**Run 1: M1 wires**

Drawn at 2 px/micron. Supply wires on this layer in grey.
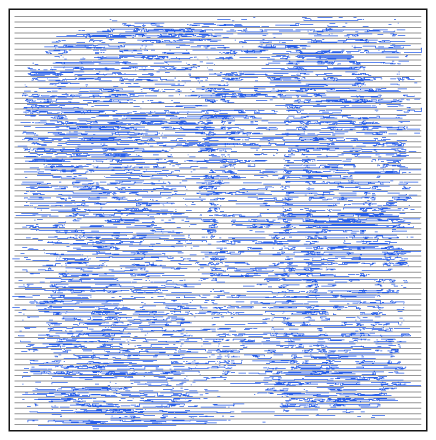
**Run 1: signal wires on met2**

Drawn at 1.5 px/micron.
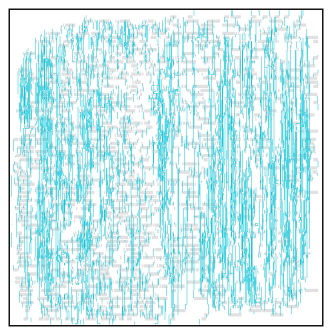
**Run 1: met3 routing**

Drawn at 2 px/micron.
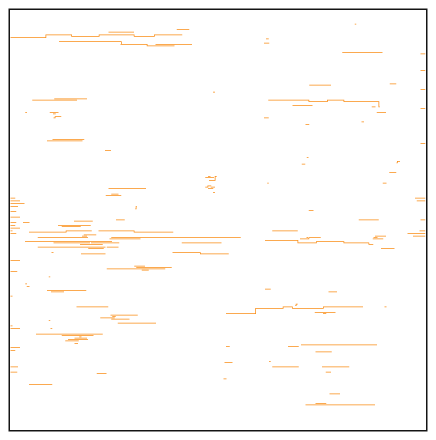
<file path="config.mk">
export PLATFORM = sky130hd
export DESIGN_NAME = fix_mac_pipe_flat
export DESIGN_NICKNAME = d
export VERILOG_FILES = /design/src/rtl/fix_mac_if.sv /design/src/rtl/fix_mac_pipe.sv /design/src/flat_wrapper.sv
export SDC_FILE = /design/constraint.sdc
export NUM_CORES = 1
export LEC_CHECK = 0
export ABC_AREA = 1
export CELL_PAD_IN_SITES_DETAIL_PLACEMENT = 0
export CELL_PAD_IN_SITES_GLOBAL_PLACEMENT = 1
export CORE_AREA = 2 2 206 208
export DETAILED_ROUTE_END_ITERATION = 10
export DIE_AREA = 0 0 208 210
export PLACE_DENSITY_LB_ADDON = 0.1
export SLEW_MARGIN = 20
export SYNTH_ARGS = -nofsm -noshare
export SYNTH_HDL_FRONTEND = slang
export SYNTH_SLANG_ARGS = --single-unit
export TNS_END_PERCENT = 100
</file>
<file path="constraint.sdc">
create_clock -name clk -period 16.1 [get_ports clk]
set_input_delay 3.22 -clock clk [delete_from_list [all_inputs] [get_ports clk]]
set_output_delay 3.22 -clock clk [all_outputs]
set_load 0.01 [all_outputs]
</file>
<file path="src/rtl/fix_mac_if.sv">
// Stream bundle for the fixed-point MAC: operand beats in, rounded frame results out.
// The slave modport is the engine; the master modport is whoever feeds and drains it.
interface fix_mac_if #(
    parameter int WIDTH = 16
);
    logic             in_valid;
    logic             in_ready;
    logic [WIDTH-1:0] in_a;
    logic [WIDTH-1:0] in_b;
    logic             in_last;
    logic             out_valid;
    logic             out_ready;
    logic [WIDTH-1:0] out_data;
    logic             out_sat;
    logic             busy;

    modport master (
        output in_valid, in_a, in_b, in_last, out_ready,
        input  in_ready, out_valid, out_data, out_sat, busy
    );

    modport slave (
        input  in_valid, in_a, in_b, in_last, out_ready,
        output in_ready, out_valid, out_data, out_sat, busy
    );
endinterface

</file>
<file path="src/rtl/fix_mac_pipe.sv">
// Three-stage signed fixed-point multiply-accumulate with round/saturate back to WIDTH.
// Optional macro FIX_MAC_ROUND_EN: round half up before the shift instead of truncating.
module fix_mac_pipe #(
    parameter int WIDTH       = 16,
    parameter int POINT_WIDTH = 8,
    parameter int ACC_GUARD   = 8
) (
    input  logic      clk,
    input  logic      rst,
    fix_mac_if.slave  bus
);
    localparam int PROD_W = 2 * WIDTH;
    localparam int ACC_W  = PROD_W + ACC_GUARD;

    localparam logic signed [ACC_W-1:0] SAT_MAX = {{(ACC_W-WIDTH+1){1'b0}}, {(WIDTH-1){1'b1}}};
    localparam logic signed [ACC_W-1:0] SAT_MIN = {{(ACC_W-WIDTH+1){1'b1}}, {(WIDTH-1){1'b0}}};

    logic                     en;

    logic                     s1_valid_reg;
    logic                     s1_last_reg;
    logic signed [WIDTH-1:0]  s1_a_reg;
    logic signed [WIDTH-1:0]  s1_b_reg;

    logic                     s2_valid_reg;
    logic                     s2_last_reg;
    logic signed [PROD_W-1:0] s2_prod_reg;

    logic signed [ACC_W-1:0]  acc_reg;
    logic                     acc_open_reg;
    logic                     out_valid_reg;
    logic [WIDTH-1:0]         out_data_reg;
    logic                     out_sat_reg;

    logic signed [ACC_W-1:0]  prod_ext;
    logic signed [ACC_W-1:0]  sum;
    logic signed [ACC_W-1:0]  round_term;
    logic signed [ACC_W-1:0]  sum_rounded;
    logic signed [ACC_W-1:0]  shifted;
    logic [WIDTH-1:0]         conv_data;
    logic                     conv_sat;

    // A held result blocks every stage, so a stalled beat can never overtake it.
    assign en = !(out_valid_reg && !bus.out_ready);

    assign bus.in_ready  = en;
    assign bus.out_valid = out_valid_reg;
    assign bus.out_data  = out_data_reg;
    assign bus.out_sat   = out_sat_reg;
    assign bus.busy      = s1_valid_reg || s2_valid_reg || acc_open_reg || out_valid_reg;

    assign prod_ext = {{ACC_GUARD{s2_prod_reg[PROD_W-1]}}, s2_prod_reg};
    assign sum      = acc_reg + prod_ext;

`ifdef FIX_MAC_ROUND_EN
    assign round_term = {{(ACC_W-POINT_WIDTH){1'b0}}, 1'b1, {(POINT_WIDTH-1){1'b0}}};
`else
    assign round_term = '0;
`endif

    assign sum_rounded = sum + round_term;
    assign shifted     = sum_rounded >>> POINT_WIDTH;

    always_comb begin
        conv_data = shifted[WIDTH-1:0];
        conv_sat  = 1'b0;
        if (shifted > SAT_MAX) begin
            conv_data = {1'b0, {(WIDTH-1){1'b1}}};
            conv_sat  = 1'b1;
        end else if (shifted < SAT_MIN) begin
            conv_data = {1'b1, {(WIDTH-1){1'b0}}};
            conv_sat  = 1'b1;
        end
    end

    always_ff @(posedge clk or posedge rst) begin
        if (rst) begin
            s1_valid_reg <= 1'b0;
            s1_last_reg  <= 1'b0;
            s1_a_reg     <= '0;
            s1_b_reg     <= '0;
        end else if (en) begin
            s1_valid_reg <= bus.in_valid;
            if (bus.in_valid) begin
                s1_last_reg <= bus.in_last;
                s1_a_reg    <= bus.in_a;
                s1_b_reg    <= bus.in_b;
            end
        end
    end

    always_ff @(posedge clk or posedge rst) begin
        if (rst) begin
            s2_valid_reg <= 1'b0;
            s2_last_reg  <= 1'b0;
            s2_prod_reg  <= '0;
        end else if (en) begin
            s2_valid_reg <= s1_valid_reg;
            s2_last_reg  <= s1_last_reg;
            s2_prod_reg  <= s1_a_reg * s1_b_reg;
        end
    end

    // A last beat reaching S3 while the old result is being taken replaces it in place.
    always_ff @(posedge clk or posedge rst) begin
        if (rst) begin
            acc_reg       <= '0;
            acc_open_reg  <= 1'b0;
            out_valid_reg <= 1'b0;
            out_data_reg  <= '0;
            out_sat_reg   <= 1'b0;
        end else if (en) begin
            if (s2_valid_reg && s2_last_reg) begin
                acc_reg       <= '0;
                acc_open_reg  <= 1'b0;
                out_valid_reg <= 1'b1;
                out_data_reg  <= conv_data;
                out_sat_reg   <= conv_sat;
            end else begin
                if (s2_valid_reg) begin
                    acc_reg      <= sum;
                    acc_open_reg <= 1'b1;
                end
                if (bus.out_ready) begin
                    out_valid_reg <= 1'b0;
                end
            end
        end
    end
endmodule

</file>
<file path="src/flat_wrapper.sv">
// flat-port wrapper written by rule: the top's interface ports become plain ports
module fix_mac_pipe_flat 
#(
    parameter int WIDTH       = 16,
    parameter int POINT_WIDTH = 8,
    parameter int ACC_GUARD   = 8
)
  (clk, rst, bus_in_valid, bus_in_a, bus_in_b, bus_in_last, bus_out_ready, bus_in_ready, bus_out_valid, bus_out_data, bus_out_sat, bus_busy);
  fix_mac_if #(.WIDTH(WIDTH)) bus_i ();
  input  logic clk;
  input  logic rst;
  input wire logic [$bits(bus_i.in_valid)-1:0] bus_in_valid;
  input wire logic [$bits(bus_i.in_a)-1:0] bus_in_a;
  input wire logic [$bits(bus_i.in_b)-1:0] bus_in_b;
  input wire logic [$bits(bus_i.in_last)-1:0] bus_in_last;
  input wire logic [$bits(bus_i.out_ready)-1:0] bus_out_ready;
  output wire logic [$bits(bus_i.in_ready)-1:0] bus_in_ready;
  output wire logic [$bits(bus_i.out_valid)-1:0] bus_out_valid;
  output wire logic [$bits(bus_i.out_data)-1:0] bus_out_data;
  output wire logic [$bits(bus_i.out_sat)-1:0] bus_out_sat;
  output wire logic [$bits(bus_i.busy)-1:0] bus_busy;
  assign bus_i.in_valid = bus_in_valid;
  assign bus_i.in_a = bus_in_a;
  assign bus_i.in_b = bus_in_b;
  assign bus_i.in_last = bus_in_last;
  assign bus_i.out_ready = bus_out_ready;
  assign bus_in_ready = bus_i.in_ready;
  assign bus_out_valid = bus_i.out_valid;
  assign bus_out_data = bus_i.out_data;
  assign bus_out_sat = bus_i.out_sat;
  assign bus_busy = bus_i.busy;
  fix_mac_pipe #(.WIDTH(WIDTH), .POINT_WIDTH(POINT_WIDTH), .ACC_GUARD(ACC_GUARD)) u_core (.clk(clk), .rst(rst), .bus(bus_i));
endmodule
</file>
==> notes.md, run 1 <==
Flow results are below.

- Per the cell usage report, the commonest logic cell in the layout is sky130_fd_sc_hd__nand2_1.
- The data required time of the worst path is 12.88 ns, for reference.
- The floorplan die width is 208 microns, for reference.
- After layout the clock buffers and inverters come to 2.894% of cell area.
- The net count of the mapped netlist is 2926, for reference.
- After Yosys synthesis, AND-OR and OR-AND compound gates account for 5.379% of the synthesized area.
- The first-pass GRT wire length is 81430 microns, for reference.
- The number of core rows is around 75, for reference.
- The die is 210 microns tall.
- On the final layout, the worst hold slack is 0.4781 ns.
- By area, the class that comes first in the final layout consists of logic gates.
- In this run the number of H-tree levels came out at 4.
- For reference, the top cells by count after synthesis are 782 x sky130_fd_sc_hd__nand2_1, 636 x sky130_fd_sc_hd__inv_1, 263 x sky130_fd_sc_hd__fa_1.
- Pins over their slew limit in the final report were tallied at 0.
- Yosys reports a chip area of 18510 sq um.
- The total of cells resized after clock tree synthesis is 0, for reference.
- Endpoints with negative setup slack in the final report add up to 0.
- The leftover overflow at the end of global routing is 0, for reference.
- The clock tree buffer count of the final layout is 19, for reference.
- The path category of the worst min-delay check is register to register, for reference.
- The worst path in the final design needs a cycle of 8.288 ns, including I/O delays and setup.
- The sequential cell area fraction in the yosys report is 17.17%, for reference.
- The total global routing track utilization is 23.95%, for reference.
- The synthesis run shows multiplexers occupying between 1.5 and 2% of the cell area.
- The category of the worst setup path capture point is an output port, for reference.
- The count of input and output buffers is between 50 and 60, for reference.
- Per the CTS log, the root buffer master is sky130_fd_sc_hd__clkbuf_16.
- In the routed design, unresolved DRC markers number 1.
- The most used standard cell by instance count after synthesis is sky130_fd_sc_hd__nand2_1, for reference.
- The routing usage on met2 is 41.99%, for reference.
- The number of clock buffers added by TritonCTS is 17.
- The startpoint kind of the worst setup timing path is an input pin, for reference.
- The area added between synthesis and finish is 8.346%, for reference.
- Detailed placement finished with a half-perimeter wire length of 40590 microns.
- The wire length the detailed router placed on met1 is roughly 23000 microns, for reference.
- The area of the mapped netlist is 18510 sq um, for reference.
- The post-CTS setup-driven buffer insertion count is 0, for reference.
- In the layout the commonest cells are 781 x sky130_fd_sc_hd__nand2_1, 634 x sky130_fd_sc_hd__inv_1, 263 x sky130_fd_sc_hd__fa_1, 127 x sky130_fd_sc_hd__dfrtp_1, 121 x sky130_fd_sc_hd__ha_1.
- Among all stages on the critical path, the maximum delay recorded is around 0.60 ns.
- The per-cell via count in the routed design is 4.824, for reference.
- The biggest combinational cell group after synthesis is adder cells, for reference.
- The count of cells in the finished layout, fillers not included, comes to ~3000.
- The worst setup path is of the input pin to output port kind.
- The non-clock inverter instance count of the final layout is 650, for reference.
- The flow inserted 539 tap cells.
- The count of flip-flops with a built-in enable after synthesis is 0, for reference.
- The final-report hold violation count is 0, for reference.
- The share of synthesized cell area in full adder, half adder and majority cells is a little over a third, for reference.
- The final reports fail on design-rule violations.
- The fraction of cell area in sequential cells is reported as between 15 and 20%.
- As reported, the later end of the worst-skew pair has a clock insertion delay of 0.48 ns.
- The placed instance area is 19480 sq um, for reference.
- Detailed routing placed a total of about 25000 microns of wire on met2.
- The number of flip-flops in the largest register is 40, for reference.
- The clock tree from TritonCTS is built, for reference.
- The synthesized netlist was found by Yosys to have 2505 cells.
- The area taken by multi-input combinational cells is reported as 12570 sq um.
- The number of hold buffers added after cts is 0, for reference.
- The non-clock buffer share of cell area is 3.056%, for reference.
- The number of global-route vias before repair came to roughly 15000.
- Once synthesis finished, the tally of register bits stood at 127.
- The run finished, with violations left.
- The setup clock skew after layout is 0.01797 ns, for reference.
- Per the post-route antenna check, the number of violating nets is 0.
- The core utilization at floorplan is 44.64%, for reference.
- In this run the count of I/O pins placed on the die edge is 57.
- The detailed-routing iteration count for the pre-antenna-repair pass is 8, for reference.
- The share of cells above drive strength 1 is under 10%, for reference.
- The net count reported at finish is 2923, for reference.
- The number of antenna violations at the first check in global routing is 0.
- The final weighted congestion in routability-driven placement is 0.9084, for reference.
- The pin count of the biggest net entering global routing is about 80, for reference.
- The cell taking the most area after synthesis is sky130_fd_sc_hd__fa_1, for reference.
- The finished cells cover 20060 sq um.
- Yosys attributes the largest share of cell area to sky130_fd_sc_hd__fa_1 28%, sky130_fd_sc_hd__dfrtp_1 17%, sky130_fd_sc_hd__nand2_1 16%, sky130_fd_sc_hd__inv_1 13%, sky130_fd_sc_hd__ha_1 8.2%.
- Wire segments on met3 add up to 1533 microns in the final route.
- Per the detail_route log, the uppermost layer with routed signals is met4.
- The cell count after placement is 3022, for reference.
- Summing the areas of all xor and xnor instances in the mapped netlist gives 1.561% of the synthesized area.
- The area used by sequential logic in the layout is 3178 sq um, for reference.
- Synthesis handed over a netlist of 2505 instances.
- The synthesized-area fraction occupied by and/or/nand/nor cells is 22.69%, for reference.
About 'M1 wires':
nets with wire on the layer: 2740
longest straight run: 69.0 microns
main direction: horizontal
final wirelength: 49990 microns
met1 Resource Use GR: 30.92%

About 'signal wires on met2':
wire length on this layer: 24.6 mm
longest straight run: 91.8 microns
nets with wire on the layer: 2243
share of all routed wire: 49%
main direction: vertical

About 'met3 routing':
main direction: horizontal
nets with wire on the layer: 107
wire length on this layer: 1530 microns

## run 1: final timing paths
check	depth (start not counted)	slack (ns)	endpoint	start
worst max-delay path	6	7.81	bus_in_ready	bus_out_ready
worst min-delay path	2	0.48	u_core.bus.out_data[10]$_DFFE_PP0P_	u_core.bus.out_data[10]$_DFFE_PP0P_
worst max register to register	21	9.48	u_core.s2_prod_reg[28]$_DFFE_PP0N_	u_core.s1_b_reg[1]$_DFFE_PP0P_
worst min register to register	2	0.48	u_core.bus.out_data[10]$_DFFE_PP0P_	u_core.bus.out_data[10]$_DFFE_PP0P_
max in group asynchronous	3	11.70	u_core.acc_reg[3]$_DFFE_PP0P_	rst
min in group asynchronous	2	3.26	u_core.acc_reg[31]$_DFFE_PP0P_	rst
==> run 2: changes to the inputs <==
==> constraint.sdc (replaced) <==
create_clock -name clk -period 8 [get_ports clk]
set_input_delay 1.6 -clock clk [delete_from_list [all_inputs] [get_ports clk]]
set_output_delay 1.6 -clock clk [all_outputs]
set_load 0.01 [all_outputs]
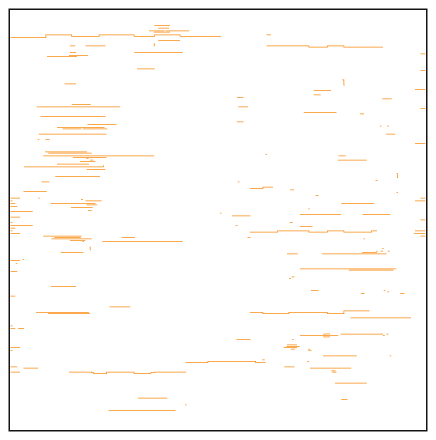
**Above:** run 2 (met3 routing).
Drawn at 2 px/micron.
main direction: horizontal
share of all routed wire: 3.6%
longest straight run: 55.2 microns
wire length on this layer: 1790 microns
nets with wire on the layer: 112

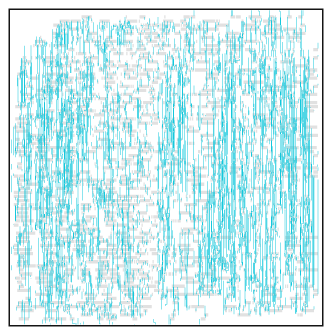
**Above:** run 2 (signal wires on met2).
Drawn at 1.5 px/micron.
wire length on this layer: 24.2 mm
main direction: vertical
longest straight run: 86.8 microns
share of all routed wire: 48%
via count: 14810
routing usage on met2: 41.77%
final wirelength: 50160 microns

==> notes.md, run 2 <==
Flow results are below.

- The origin of the critical flop-to-flop path is u_core.s1_b_reg[1]$_DFFE_PP0P_, for reference.
- The number of hold buffers added after cts is 0 (unchanged), for reference.
- The number of core rows was 75 (unchanged).
- The data required time of the worst path is 8.33 ns (-4.55 ns), for reference.
- The net count reported at finish is 2923 (unchanged).
- For the worst reg-to-reg path, the endpoint reported by OpenROAD is u_core.s2_prod_reg[28]$_DFFE_PP0N_.
- The maximum level of the CTS H-tree is 4 (unchanged), for reference.
- Looking at the hold checks, the worst path lands on u_core.s2_prod_reg[26]$_DFFE_PP0N_.
- The die height is 210 microns (unchanged), for reference.
- The number of flip-flops in the largest register came to 40 (unchanged).
- The total global routing track utilization was 24.15% (+0.20 points).
- The number of global-route vias before repair is 15660 (+1.7%).
- The sequential cell area fraction in the yosys report is 17.17% (unchanged).
- The met3 wirelength from detailed routing is 1787 microns (+17%).
- The flow ran to the end, and the final reports show no timing, DRC or antenna violations.
- The area of the mapped netlist is 18510 sq um (unchanged), for reference.
- The number of antenna-violating nets in the routed design is 0 (unchanged), for reference.
- The placed instance area came to 19480 sq um (unchanged).
- The path category of the worst min-delay check is register to register, for reference.
- The launch point of the critical path was reported as u_core.s1_b_reg[1]$_DFFE_PP0P_.
- After synthesis, the cell types taking the most area are sky130_fd_sc_hd__fa_1 28%, sky130_fd_sc_hd__dfrtp_1 17%, sky130_fd_sc_hd__nand2_1 16%, sky130_fd_sc_hd__inv_1 13%, sky130_fd_sc_hd__ha_1 8.2%.
- The summed area of non-filler cells in the final layout is 20100 sq um (+0.18%), for reference.
- The worst setup path is launched from a register.
- The biggest area contributor in the post-synthesis netlist is sky130_fd_sc_hd__fa_1.
- The non-filler instance count after layout was 3054 (unchanged).
- The share of cells above drive strength 1 came to 5.805% (-0.040 points).
- The leftover overflow at the end of global routing is 0 (unchanged), for reference.
- The synthesis stats list as the most numerous cell sky130_fd_sc_hd__nand2_1.
- The setup clock skew after layout is 0.01646 ns (-0.001510 ns), for reference.
- In the synthesized netlist, the cells that appear most often are 782 x sky130_fd_sc_hd__nand2_1, 636 x sky130_fd_sc_hd__inv_1, 263 x sky130_fd_sc_hd__fa_1.
- The final-report hold violation count was 0 (unchanged).
- The number of instances in the synthesized netlist is 2505 (unchanged).
- For reference, the critical path is captured by u_core.s2_prod_reg[28]$_DFFE_PP0N_.
- The depth of the worst register-to-register path is 21 (unchanged).
- The library cell used most frequently in the layout, excluding fill and tap cells, is sky130_fd_sc_hd__nand2_1.
- The number of antenna violations at the first check in global routing came to 0 (unchanged).
- The number of synthesized register bits is 127 (unchanged), for reference.
- The count of pins over their slew limit is 0 (unchanged), for reference.
- The remaining routing DRC violations is 0 (-1), for reference.
- STA classifies the critical path endpoint as a register.
- The met1 capacity usage during global routing came to 31.17% (+0.25 points).
- The detailed-routing iteration count for the pre-antenna-repair pass is 5 (-3), for reference.
- Signal routing reaches up to met4.
- For reference, the most critical setup path is categorized as register to register.
- The clock latency on the worst-skew pair is 0.48 ns (about the same), for reference.
- The critical path depth in cells was 21 (+15).
- The count of input and output buffers is 56 (unchanged), for reference.
- The minimum setup slack among reg-to-reg paths is 1.42 ns (-8.06 ns), for reference.
- The smallest hold slack is 0.4821 ns (+0.003994 ns), for reference.
- The number of top-level pins is 57 (unchanged), for reference.
- The root buffer cell is sky130_fd_sc_hd__clkbuf_16, for reference.
- The worst hold path depth is 2 (unchanged), for reference.
- The HPWL reported at the end of detailed placement is 41500 microns (+2.3%), for reference.
- The total of cells resized after clock tree synthesis is 0 (unchanged).
-- run 2: cell type report --
| cell class | count | area share, % |
|---|---|---|
| timing repair buffer | 63 | 3.051 |
| multi-input combinational | 1643 | 62.54 |
| clock inverter | 14 | 0.8841 |
| tap | 539 | 3.356 |
| sequential | 127 | 15.81 |
| clock buffer | 18 | 2.185 |
| inverter | 650 | 12.17 |
-- run 2: logic make-up (layout without fill, tap and decap cells) --
family                   after synthesis  count (layout)  share of synthesized area [%]
AND/OR/NAND/NOR                     1029            1029                          22.69
buffers and inverters                735             745                          15.00
adder cells (fa/ha/maj)              384             384                          36.62
AND-OR/OR-AND                        171             171                          5.380
flip-flops                           127             127                          17.17
XOR/XNOR                              33              33                          1.561
multiplexers                          26              26                          1.581
